==> run_1/m1.png <==
Supply wires on this layer in gray.
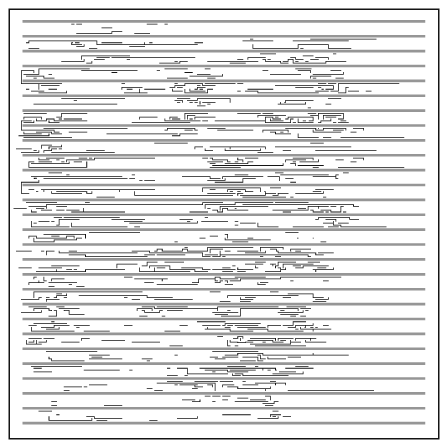
==> run_1/m2.png <==
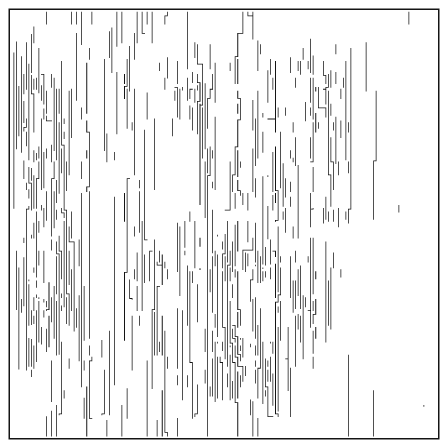
==> run_1/m3.png <==
Scale bar: 20 um.
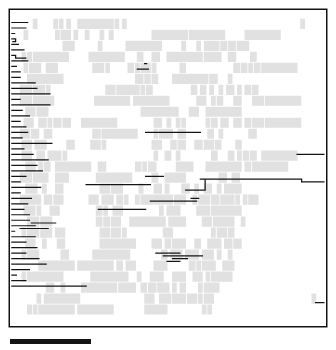
$ cat config.mk
export PLATFORM = sky130hd
export DESIGN_NAME = uart_tx_sched_flat
export DESIGN_NICKNAME = d
export VERILOG_FILES = /design/src/rtl/uart_tx_sched_pkg.sv /design/src/rtl/uart_tx_sched_if.sv /design/src/rtl/uart_tx_sched_rr_arbiter.sv /design/src/rtl/uart_tx_sched.sv /design/src/flat_wrapper.sv
export SDC_FILE = /design/constraint.sdc
export NUM_CORES = 1
export LEC_CHECK = 0
export CORE_MARGIN = 2
export CORE_UTILIZATION = 45
export CTS_BUF_LIST = sky130_fd_sc_hd__clkbuf_2
export CTS_CLUSTER_SIZE = 10
export DETAILED_ROUTE_END_ITERATION = 10
export DONT_BUFFER_PORTS = 1
export HOLD_SLACK_MARGIN = 0.02
export PLACE_DENSITY = 0.59
export SLEW_MARGIN = 10
export SYNTH_ARGS = -nofsm -noshare
export SYNTH_HDL_FRONTEND = slang
export SYNTH_SLANG_ARGS = --single-unit
export TNS_END_PERCENT = 50
$ cat constraint.sdc
create_clock -name clk -period 4.95 [get_ports clk]
set_input_delay 0.7425 -clock clk [delete_from_list [all_inputs] [get_ports clk]]
set_output_delay 0.7425 -clock clk [all_outputs]
set_load 0.005 [all_outputs]
$ cat src/rtl/uart_tx_sched_pkg.sv
// uart_tx_sched_pkg
//   Shared definitions for the UART transmit scheduler.
//   - Bit positions of the UART one-hot write strobe bus.
//   - Scheduler state encoding.
//   - Round-robin index step helper. It is shared with the receive-side distributor.
package uart_tx_sched_pkg;

    localparam int unsigned STB_TX  = 0;  // write[] bit that loads a transmit byte
    localparam int unsigned STB_LED = 1;  // write[] bit of the LED register (not driven here)
    localparam int unsigned STB_CFG = 6;  // write[] bit that loads the UART config register

    typedef enum logic [2:0] {
        IDLE,
        CFG_WR,
        TX_WR,
        HOLD,
        WAIT
    } sched_state_t;

    // Next index after cur, wrapping modulo n.
    function automatic logic [2:0] rr_next(input logic [2:0] cur, input int unsigned n);
        return (32'(cur) + 32'd1 >= n) ? 3'd0 : cur + 3'd1;
    endfunction

endpackage

$ cat src/rtl/uart_tx_sched_if.sv
// uart_tx_sched_if
//   Bundles the requester, config, and UART-side signals of the transmit scheduler.
//   master : requesters / config source / UART ready (drives req*, cfg_req, cfg_val, txrdy)
//   slave  : the scheduler (drives ack, cfg_ack, uart_write, uart_out_port,
//            owner, locked, tmo_err)
interface uart_tx_sched_if #(
    parameter int unsigned N_REQ = 4
);
    logic [N_REQ-1:0]   req;
    logic [8*N_REQ-1:0] req_data;
    logic [N_REQ-1:0]   req_last;
    logic [N_REQ-1:0]   ack;
    logic               cfg_req;
    logic [7:0]         cfg_val;
    logic               cfg_ack;
    logic               txrdy;
    logic [7:0]         uart_write;
    logic [15:0]        uart_out_port;
    logic [2:0]         owner;
    logic               locked;
    logic               tmo_err;

    modport master (
        output req, req_data, req_last, cfg_req, cfg_val, txrdy,
        input  ack, cfg_ack, uart_write, uart_out_port, owner, locked, tmo_err
    );

    modport slave (
        input  req, req_data, req_last, cfg_req, cfg_val, txrdy,
        output ack, cfg_ack, uart_write, uart_out_port, owner, locked, tmo_err
    );
endinterface

$ cat src/rtl/uart_tx_sched_rr_arbiter.sv
// uart_tx_sched_rr_arbiter
//   Combinational round-robin pick.
//   The search starts one past ptr and wraps modulo N_REQ.
//   The first set request bit wins.
//   req   : request vector
//   ptr   : index of the previous winner
//   grant : winning index (valid only when valid=1)
//   valid : at least one request is set
module uart_tx_sched_rr_arbiter
    import uart_tx_sched_pkg::*;
#(
    parameter int unsigned N_REQ = 4
) (
    input  logic [N_REQ-1:0] req,
    input  logic [2:0]       ptr,
    output logic [2:0]       grant,
    output logic             valid
);

    logic [7:0] req8;
    logic [2:0] cand;

    always_comb begin
        req8  = 8'(req);
        grant = '0;
        valid = 1'b0;
        cand  = ptr;
        for (int unsigned i = 0; i < N_REQ; i++) begin
            cand = rr_next(cand, N_REQ);
            if (!valid && req8[cand]) begin
                valid = 1'b1;
                grant = cand;
            end
        end
    end

endmodule

$ cat src/rtl/uart_tx_sched.sv
// uart_tx_sched
//   Shares one UART transmit engine between N_REQ byte-stream requesters.
//   Arbitration is round-robin at packet granularity.
//   The scheduler also sequences UART config-register writes between packets.
//   Ports:
//     clk, rst : clock, asynchronous active-high reset
//     bus      : uart_tx_sched_if.slave with the following signal groups:
//                - requester handshake: req, req_data, req_last, ack
//                - config handshake: cfg_req, cfg_val, cfg_ack
//                - UART side: txrdy, uart_write, uart_out_port
//                - status: owner, locked, tmo_err
module uart_tx_sched
    import uart_tx_sched_pkg::*;
#(
    parameter int unsigned N_REQ    = 4,
    parameter int unsigned LOCK_TMO = 1024,
    parameter int unsigned TX_STB   = STB_TX,
    parameter int unsigned CFG_STB  = STB_CFG
) (
    input logic            clk,
    input logic            rst,
    uart_tx_sched_if.slave bus
);

    localparam logic [7:0]  TX_MASK  = 8'(1 << TX_STB);
    localparam logic [7:0]  CFG_MASK = 8'(1 << CFG_STB);
    localparam int unsigned TMO_W    = (LOCK_TMO > 1) ? $clog2(LOCK_TMO) : 1;
    localparam logic [TMO_W-1:0] TMO_LAST = TMO_W'(LOCK_TMO - 1);

    sched_state_t     state;
    logic [2:0]       owner_q;
    logic [2:0]       ptr_q;
    logic             locked_q;
    logic [TMO_W-1:0] tmo_cnt;
    logic [7:0]       write_q;
    logic [15:0]      port_q;
    logic [N_REQ-1:0] ack_q;
    logic             cfg_ack_q;
    logic             tmo_err_q;

    logic [2:0]       grant;
    logic             grant_valid;
    logic [2:0]       sel;
    logic             sel_req;
    logic             sel_last;
    logic [7:0]       sel_byte;
    logic [N_REQ-1:0] sel_onehot;
    logic             cfg_go;
    logic             tx_go;

    uart_tx_sched_rr_arbiter #(.N_REQ(N_REQ)) u_arb (
        .req   (bus.req),
        .ptr   (ptr_q),
        .grant (grant),
        .valid (grant_valid)
    );

    // While locked the owner keeps the transmitter; otherwise the arbiter's pick is used.
    always_comb begin
        sel        = locked_q ? owner_q : grant;
        sel_req    = 1'b0;
        sel_last   = 1'b0;
        sel_byte   = '0;
        sel_onehot = '0;
        for (int unsigned i = 0; i < N_REQ; i++) begin
            if (3'(i) == sel) begin
                sel_req       = bus.req[i];
                sel_last      = bus.req_last[i];
                sel_byte      = bus.req_data[8*i +: 8];
                sel_onehot[i] = 1'b1;
            end
        end
        cfg_go = bus.txrdy && !locked_q && bus.cfg_req;
        tx_go  = bus.txrdy && !cfg_go && (locked_q ? sel_req : grant_valid);
    end

    // Strobe, ack and data registers are loaded on the edge leaving IDLE.
    // As a result they are high exactly during the CFG_WR/TX_WR cycle.
    always_ff @(posedge clk or posedge rst) begin
        if (rst) begin
            state     <= IDLE;
            owner_q   <= '0;
            ptr_q     <= 3'(N_REQ - 1);
            locked_q  <= 1'b0;
            tmo_cnt   <= '0;
            write_q   <= '0;
            port_q    <= '0;
            ack_q     <= '0;
            cfg_ack_q <= 1'b0;
            tmo_err_q <= 1'b0;
        end else begin
            write_q   <= '0;
            ack_q     <= '0;
            cfg_ack_q <= 1'b0;
            tmo_err_q <= 1'b0;
            case (state)
                IDLE: begin
                    if (cfg_go) begin
                        state     <= CFG_WR;
                        write_q   <= CFG_MASK;
                        port_q    <= {8'h00, bus.cfg_val};
                        cfg_ack_q <= 1'b1;
                    end else if (tx_go) begin
                        state    <= TX_WR;
                        owner_q  <= sel;
                        ptr_q    <= sel;
                        locked_q <= !sel_last;
                        write_q  <= TX_MASK;
                        port_q   <= {8'h00, sel_byte};
                        ack_q    <= sel_onehot;
                        tmo_cnt  <= '0;
                    end else if (bus.txrdy && locked_q) begin
                        // Reaching this branch implies the owner is not requesting.
                        if (tmo_cnt == TMO_LAST) begin
                            locked_q  <= 1'b0;
                            tmo_err_q <= 1'b1;
                            tmo_cnt   <= '0;
                        end else begin
                            tmo_cnt <= tmo_cnt + 1'b1;
                        end
                    end
                end
                CFG_WR, TX_WR: state <= HOLD;
                HOLD:          state <= WAIT;
                WAIT:          if (bus.txrdy) state <= IDLE;
                default:       state <= IDLE;
            endcase
        end
    end

    assign bus.uart_write    = write_q;
    assign bus.uart_out_port = port_q;
    assign bus.ack           = ack_q;
    assign bus.cfg_ack       = cfg_ack_q;
    assign bus.owner         = owner_q;
    assign bus.locked        = locked_q;
    assign bus.tmo_err       = tmo_err_q;

endmodule

$ cat src/flat_wrapper.sv
// flat-port wrapper written by rule: the top's interface ports become plain ports
module uart_tx_sched_flat import uart_tx_sched_pkg::*;
#(
    parameter int unsigned N_REQ    = 4,
    parameter int unsigned LOCK_TMO = 1024,
    parameter int unsigned TX_STB   = STB_TX,
    parameter int unsigned CFG_STB  = STB_CFG
)
  (clk, rst, bus_req, bus_req_data, bus_req_last, bus_cfg_req, bus_cfg_val, bus_txrdy, bus_ack, bus_cfg_ack, bus_uart_write, bus_uart_out_port, bus_owner, bus_locked, bus_tmo_err);
  uart_tx_sched_if #(.N_REQ(N_REQ)) bus_i ();
  input logic clk;
  input logic rst;
  input wire logic [$bits(bus_i.req)-1:0] bus_req;
  input wire logic [$bits(bus_i.req_data)-1:0] bus_req_data;
  input wire logic [$bits(bus_i.req_last)-1:0] bus_req_last;
  input wire logic [$bits(bus_i.cfg_req)-1:0] bus_cfg_req;
  input wire logic [$bits(bus_i.cfg_val)-1:0] bus_cfg_val;
  input wire logic [$bits(bus_i.txrdy)-1:0] bus_txrdy;
  output wire logic [$bits(bus_i.ack)-1:0] bus_ack;
  output wire logic [$bits(bus_i.cfg_ack)-1:0] bus_cfg_ack;
  output wire logic [$bits(bus_i.uart_write)-1:0] bus_uart_write;
  output wire logic [$bits(bus_i.uart_out_port)-1:0] bus_uart_out_port;
  output wire logic [$bits(bus_i.owner)-1:0] bus_owner;
  output wire logic [$bits(bus_i.locked)-1:0] bus_locked;
  output wire logic [$bits(bus_i.tmo_err)-1:0] bus_tmo_err;
  assign bus_i.req = bus_req;
  assign bus_i.req_data = bus_req_data;
  assign bus_i.req_last = bus_req_last;
  assign bus_i.cfg_req = bus_cfg_req;
  assign bus_i.cfg_val = bus_cfg_val;
  assign bus_i.txrdy = bus_txrdy;
  assign bus_ack = bus_i.ack;
  assign bus_cfg_ack = bus_i.cfg_ack;
  assign bus_uart_write = bus_i.uart_write;
  assign bus_uart_out_port = bus_i.uart_out_port;
  assign bus_owner = bus_i.owner;
  assign bus_locked = bus_i.locked;
  assign bus_tmo_err = bus_i.tmo_err;
  uart_tx_sched #(.N_REQ(N_REQ), .LOCK_TMO(LOCK_TMO), .TX_STB(TX_STB), .CFG_STB(CFG_STB)) u_core (.clk(clk), .rst(rst), .bus(bus_i));
endmodule
==> qor.yml, run 1 <==
critical_path:
  r2r_setup_slack_ns: 0.34
  cp_data_arrival_time_ns: 4.90
  cp_common_cell: "inv_1"
  end_kind: "register"
  slowest_stage: "dfstp_2"
  rr_worst_depth: 21
  r2r-start: "u_core.ptr_q[1]"
  crit_fanout: 15
  rr_endpoint: "u_core.bus.uart_out_port[1]"
global_route:
  grt_pass1_wl_um: 9100
  grt_use_met1: 0.237
  grt_use_met3: 0.0506
  overflow: 0
  grt_pass1_vias: 1893
final_timing:
  fin_ws_ns: 0.342
  report.final.slew_viol_count: 0
  final.setup_skew_ns: 0.0218
  setup-violations-final: 0
  min_period_over_period: 0.931
  fin_setup_tns_ns: 0
  relSlewSlack: 0.632
floorplanning:
  core_area_um2: 5410
  rows: 27
  chipArea_um2: 6120
  fp_util: 0.459
run:
  cap_violations: 0
power_and_ir_drop:
  p_sw_mw: 1.01
  seq_cell_power_mw: 0.462
  power_mw: 2.08
  p_int_mw: 1.07
  power_clock_mw: 0.130
  clkPwrFrac: 0.063
final_layout:
  diodes: 0
  fin_util: 0.484
  area_growth_pct: 5.50
  lay_top_cells: "32 x dfrtp_1, 31 x nor2_1, 25 x nand2_1, 18 x o21ai_0, 16 x buf_4"
  final_common_cell: "dfrtp_1"
synthesis:
  ys_seq_frac: 0.344
  ys_sh_aoi: 0.238
  synth_top_cell_by_area: "dfrtp_1"
  ys.flop_type: "dfrtp_1"
  ys.warnings.count: 0
  postSynthAreaPerCell_um2: 8.86
  simple_gate_area_frac: 0.229
  logic_family: "AND-OR/OR-AND gates"
  synth.area.top_cells: "dfrtp_1 32%, a221oi_1 5.3%, buf_4 5.1%"
  ys_cells: 280
  synth-async-reset-ratio: 1.00
  synth_adder_area_share: 0.0252
outcome:
  status: "completed"
detailed_routing:
  ant_nets: 0
  wl_per_cell_um: 16.2
  remaining_drc_errors: 0
cts:
  cts_tree: "yes"
  clock_path_buffers: 2
  insertion_delay_ns: 0.39
  clockRootBuffer: "clkbuf_2"
  post_cts_buffers: 0
placement:
  post-place-cells: 349
  dp_hpwl_um: 4440
-- m1.png (at the start) --
nets with wire on the layer = 294
wire length on this layer = 2,540 um
main direction = horizontal
share of all routed wire = 43%

-- m2.png (at the start) --
wire length on this layer = 2,880 um
share of all routed wire = 49%
longest straight run = 47.6 um
nets with wire on the layer = 301
main direction = vertical

-- m3.png (at the start) --
nets with wire on the layer = 61
share of all routed wire = 6.3%
longest straight run = 25.1 um

[run 1: layout make-up]
class / count / area, um2
clock buffers: 5 / 25.0
flip-flops and latches: 34 / 853
fillers: 540 / 2790
repair buffers: 16 / 120
inverters: 8 / 30.0
well taps: 72 / 90.1
multi-input cells: 223 / 1480
clock inverters: 3 / 16.3
[run 1: registers in the layout, summed over array words and instances (netlist names)]
| name | flops |
|---|---|
| u_core.bus.ack | 4 |
| u_core.bus.locked | 1 |
| u_core.bus.owner | 2 |
| u_core.bus.tmo_err | 1 |
| u_core.bus.uart_out_port | 8 |
| u_core.bus.uart_write | 2 |
| u_core.ptr_q | 3 |
| u_core.state | 3 |
| u_core.tmo_cnt | 10 |
[run 1: cells by family after synthesis]
group	Yosys count
mux	15
fa+ha+maj	5
compound gates	76
simple gates	112
xor+xnor	1
buf+inv	36
flops	34
other cells	1
[run 1: cells in the mapped netlist (all sizes together) (2+ instances only)]
cell	instances
a311oi	2
a21o	5
nor2b	6
a22oi	5
o31ai	3
and2	8
nor4	3
mux2	4
dfrtp	32
mux2i	10
nor2	31
and3	4
a22o	6
o21bai	2
a221oi	15
nor4b	2
nand3b	2
o21ai	18
a21oi	8
nor3	6
nand2b	10
clkbuf	7
or2	7
buf	21
nand2	25
nand3	6
dfstp	2
inv	8
ha	5
[run 1: worst max-delay path: cells and delay by family, from the launching register on]
kind	cells	cell delay (ns)
flops	1	0.59
simple gates	6	0.98
compound gates	6	1.16
mux	1	0.22
fa+ha+maj	4	1.11
buf+inv	4	0.45
[run 1: per-layer routing]
layer	part of all wire	vias up	wire length, um
met5	0	-	0
met4	0.010	0	61
met3	0.063	6	368
met2	0.49	76	2880
met1	0.43	982	2540
li1	-	1010	-
==> run_1/clock_nets.png <==
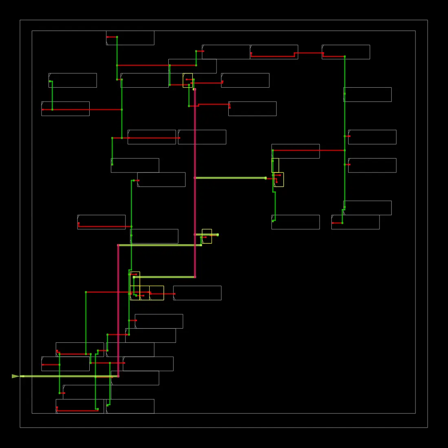

==> run 2: changes to the inputs <==
Settings changed: DONT_BUFFER_PORTS 1 to unset, PLACE_DENSITY 0.59 to 0.79.
==> run_2/clock_nets.png <==
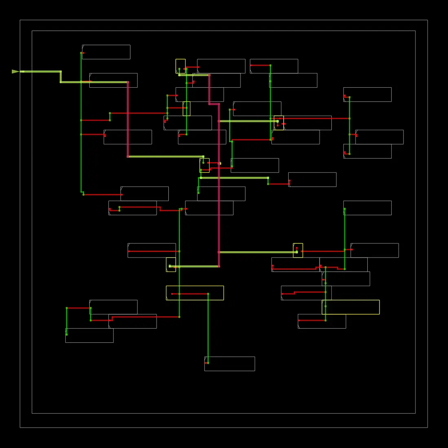
# clk buffers: 5
Setup Skew: 0.0323 ns
Late-Pin Clk Latency: 0.41 ns
CTS sink cnt: 34

==> run_2/m2.png <==
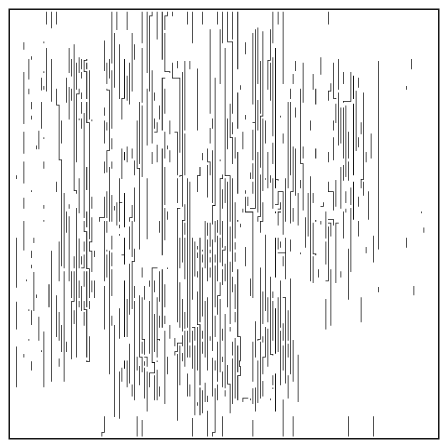
longest straight run = 34.3 um
wire length on this layer = 3,300 um
nets with wire on the layer = 359
main direction = vertical
share of all routed wire = 48%

==> run_2/m4.png <==
Supply wires on this layer in gray.
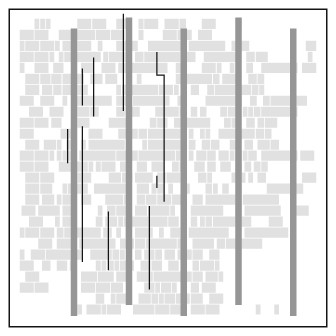
nets with wire on the layer = 9
longest straight run = 33.3 um
main direction = vertical
wire length on this layer = 164 um
share of all routed wire = 2.4%

==> run 2 against run 1 <==
- via count up 18%
- die size unchanged
- utilization grew 15 points
- sequential cell count unchanged
- critical path depth is the same
- hold slack gained 0.24 ns
- largest cell class unchanged
- largest power group unchanged
- power rose by 15%
==> qor.yml, run 2 <==
outcome:
  status: "completed"  # unchanged
synthesis:
  ys.warnings.count: 0  # unchanged
  synth_top_cell_by_area: "dfrtp_1"  # unchanged
  postSynthAreaPerCell_um2: 8.86  # unchanged
  yosysMostFrequentCell: "dfrtp_1"  # unchanged
  logic_family: "AND-OR/OR-AND gates"  # unchanged
  synth.area.top_cells: "dfrtp_1 32%, a221oi_1 5.3%, buf_4 5.1%"  # unchanged
  ys_sh_aoi: 0.238  # unchanged
  common_cells: "32 x dfrtp_1, 31 x nor2_1, 25 x nand2_1"  # unchanged
  ys_cells: 280  # unchanged
  simple_gate_area_frac: 0.229  # unchanged
final_layout:
  logic_area_um2: 1500  # was 1480 um2
  lay_top_cells: "71 x clkdlybuf4s50_1, 32 x dfrtp_1, 31 x nor2_1, 25 x nand2_1"  # was 32 x dfrtp_1, 31 x nor2_1, 25 x nand2_1, 18 x o21ai_0, 16 x buf_4
  seq_area_um2: 853  # unchanged
  fillCellCount: 479  # was 540
  area_growth_pct: 37.5  # was 5.50%
  largest_register: "u_core.tmo_cnt"  # unchanged
  final_common_cell: "clkdlybuf4s50_1"  # was dfrtp_1
  diodes: 0  # unchanged
global_route:
  grt_use_met1: 0.277  # was 0.237
  overflow: 0  # unchanged
  grt_pass1_vias: 2380  # was 1,893
  grt_pass1_wl_um: 11000  # was 9100 um
  grt_use_met3: 0.0552  # was 0.0506
detailed_routing:
  wl_met2_um: 3300  # was 2880 um
  wl_met3_um: 577  # was 368 um
  wl_per_cell_um: 15.7  # was 16.2 um
  highest_layer: "met4"  # unchanged
  remaining_drc_errors: 0  # unchanged
  ant_nets: 0  # unchanged
final_timing:
  report.final.slew_viol_count: 0  # unchanged
  setup-violations-final: 0  # unchanged
  fin_ws_ns: 0.176  # was 0.342 ns
  fin_setup_tns_ns: 0  # unchanged
  relSlewSlack: 0.545  # was 0.632
  min_period_over_period: 0.964  # was 0.931
floorplanning:
  core_area_um2: 5410  # unchanged
  rows: 27  # unchanged
  fp_util: 0.459  # unchanged
cts:
  cts_tree: "yes"  # unchanged
  clock_path_buffers: 2  # unchanged
  clockRootBuffer: "clkbuf_2"  # unchanged
critical_path:
  cp_data_arrival_time_ns: 5.06  # was 4.90 ns
  critical_path.top_delay_family: "adder cells"  # was AND-OR/OR-AND gates
  crit_fanout: 15  # unchanged
  slowest_stage: "dfstp_2"  # unchanged
  end_kind: "register"  # unchanged
  worst-path-buf-inv: 4  # unchanged
run:
  cap_violations: 0  # unchanged
-- run 2: cell counts after synthesis --
No cell type changed its count.
-- run 2: layout make-up --
| type | count | share of cell area |
|---|---|---|
| clock buffer | 5 | 0.00734 |
| clock inverter | 3 | 0.0187 |
| inverter | 8 | 0.00881 |
| multi-input combinational | 223 | 0.440 |
| sequential | 34 | 0.250 |
| tap | 72 | 0.0264 |
| timing repair buffer | 89 | 0.248 |
-- run 2: what timing repair did --
item,4_1_cts,5_1_grt
buffers inserted,3,6
cloned,0,0
pin swaps,1,1
endpoints found under the setup margin,13,26
resized,0,12
-- run 2: final timing paths --
kind | depth (start not counted) | startpoint | endpoint | slack [ns]
max in group asynchronous | 3 | rst | u_core.ptr_q[1] | 3.87
worst max register to register | 21 | u_core.ptr_q[0] | u_core.bus.uart_out_port[3] | 0.18
worst max-delay path | 21 | u_core.ptr_q[0] | u_core.bus.uart_out_port[3] | 0.18
worst min register to register | 2 | u_core.tmo_cnt[1] | u_core.tmo_cnt[1] | 0.53
worst min-delay path | 2 | u_core.tmo_cnt[1] | u_core.tmo_cnt[1] | 0.53
min in group asynchronous | 3 | rst | u_core.tmo_cnt[2] | 0.70
-- run 2: report_power, final --
part | leakage [nW] | switching, mW | internal, mW
registers | 0.424 | 0.0949 | 0.365
logic | 1.02 | 0.900 | 0.795
clock network | 0.0506 | 0.106 | 0.135
total | 1.49 | 1.10 | 1.29
-- run 2: metrics by stage --
stage	cell area [um2]	power, mW	hold WS, ns	utilization
6_report	3410	2.40	0.528	0.631
5_1_grt	3410	2.57	0.551	0.631
4_1_cts	3320	2.26	0.520	0.615
3_5_place_dp	3210	1.97	0.488	0.594
3_3_place_gp	3210	1.93	0.482	0.594
2_1_floorplan	2530	1.56	0.466	-
Power figures rest on the tool's default switching activity, not on a simulated workload.
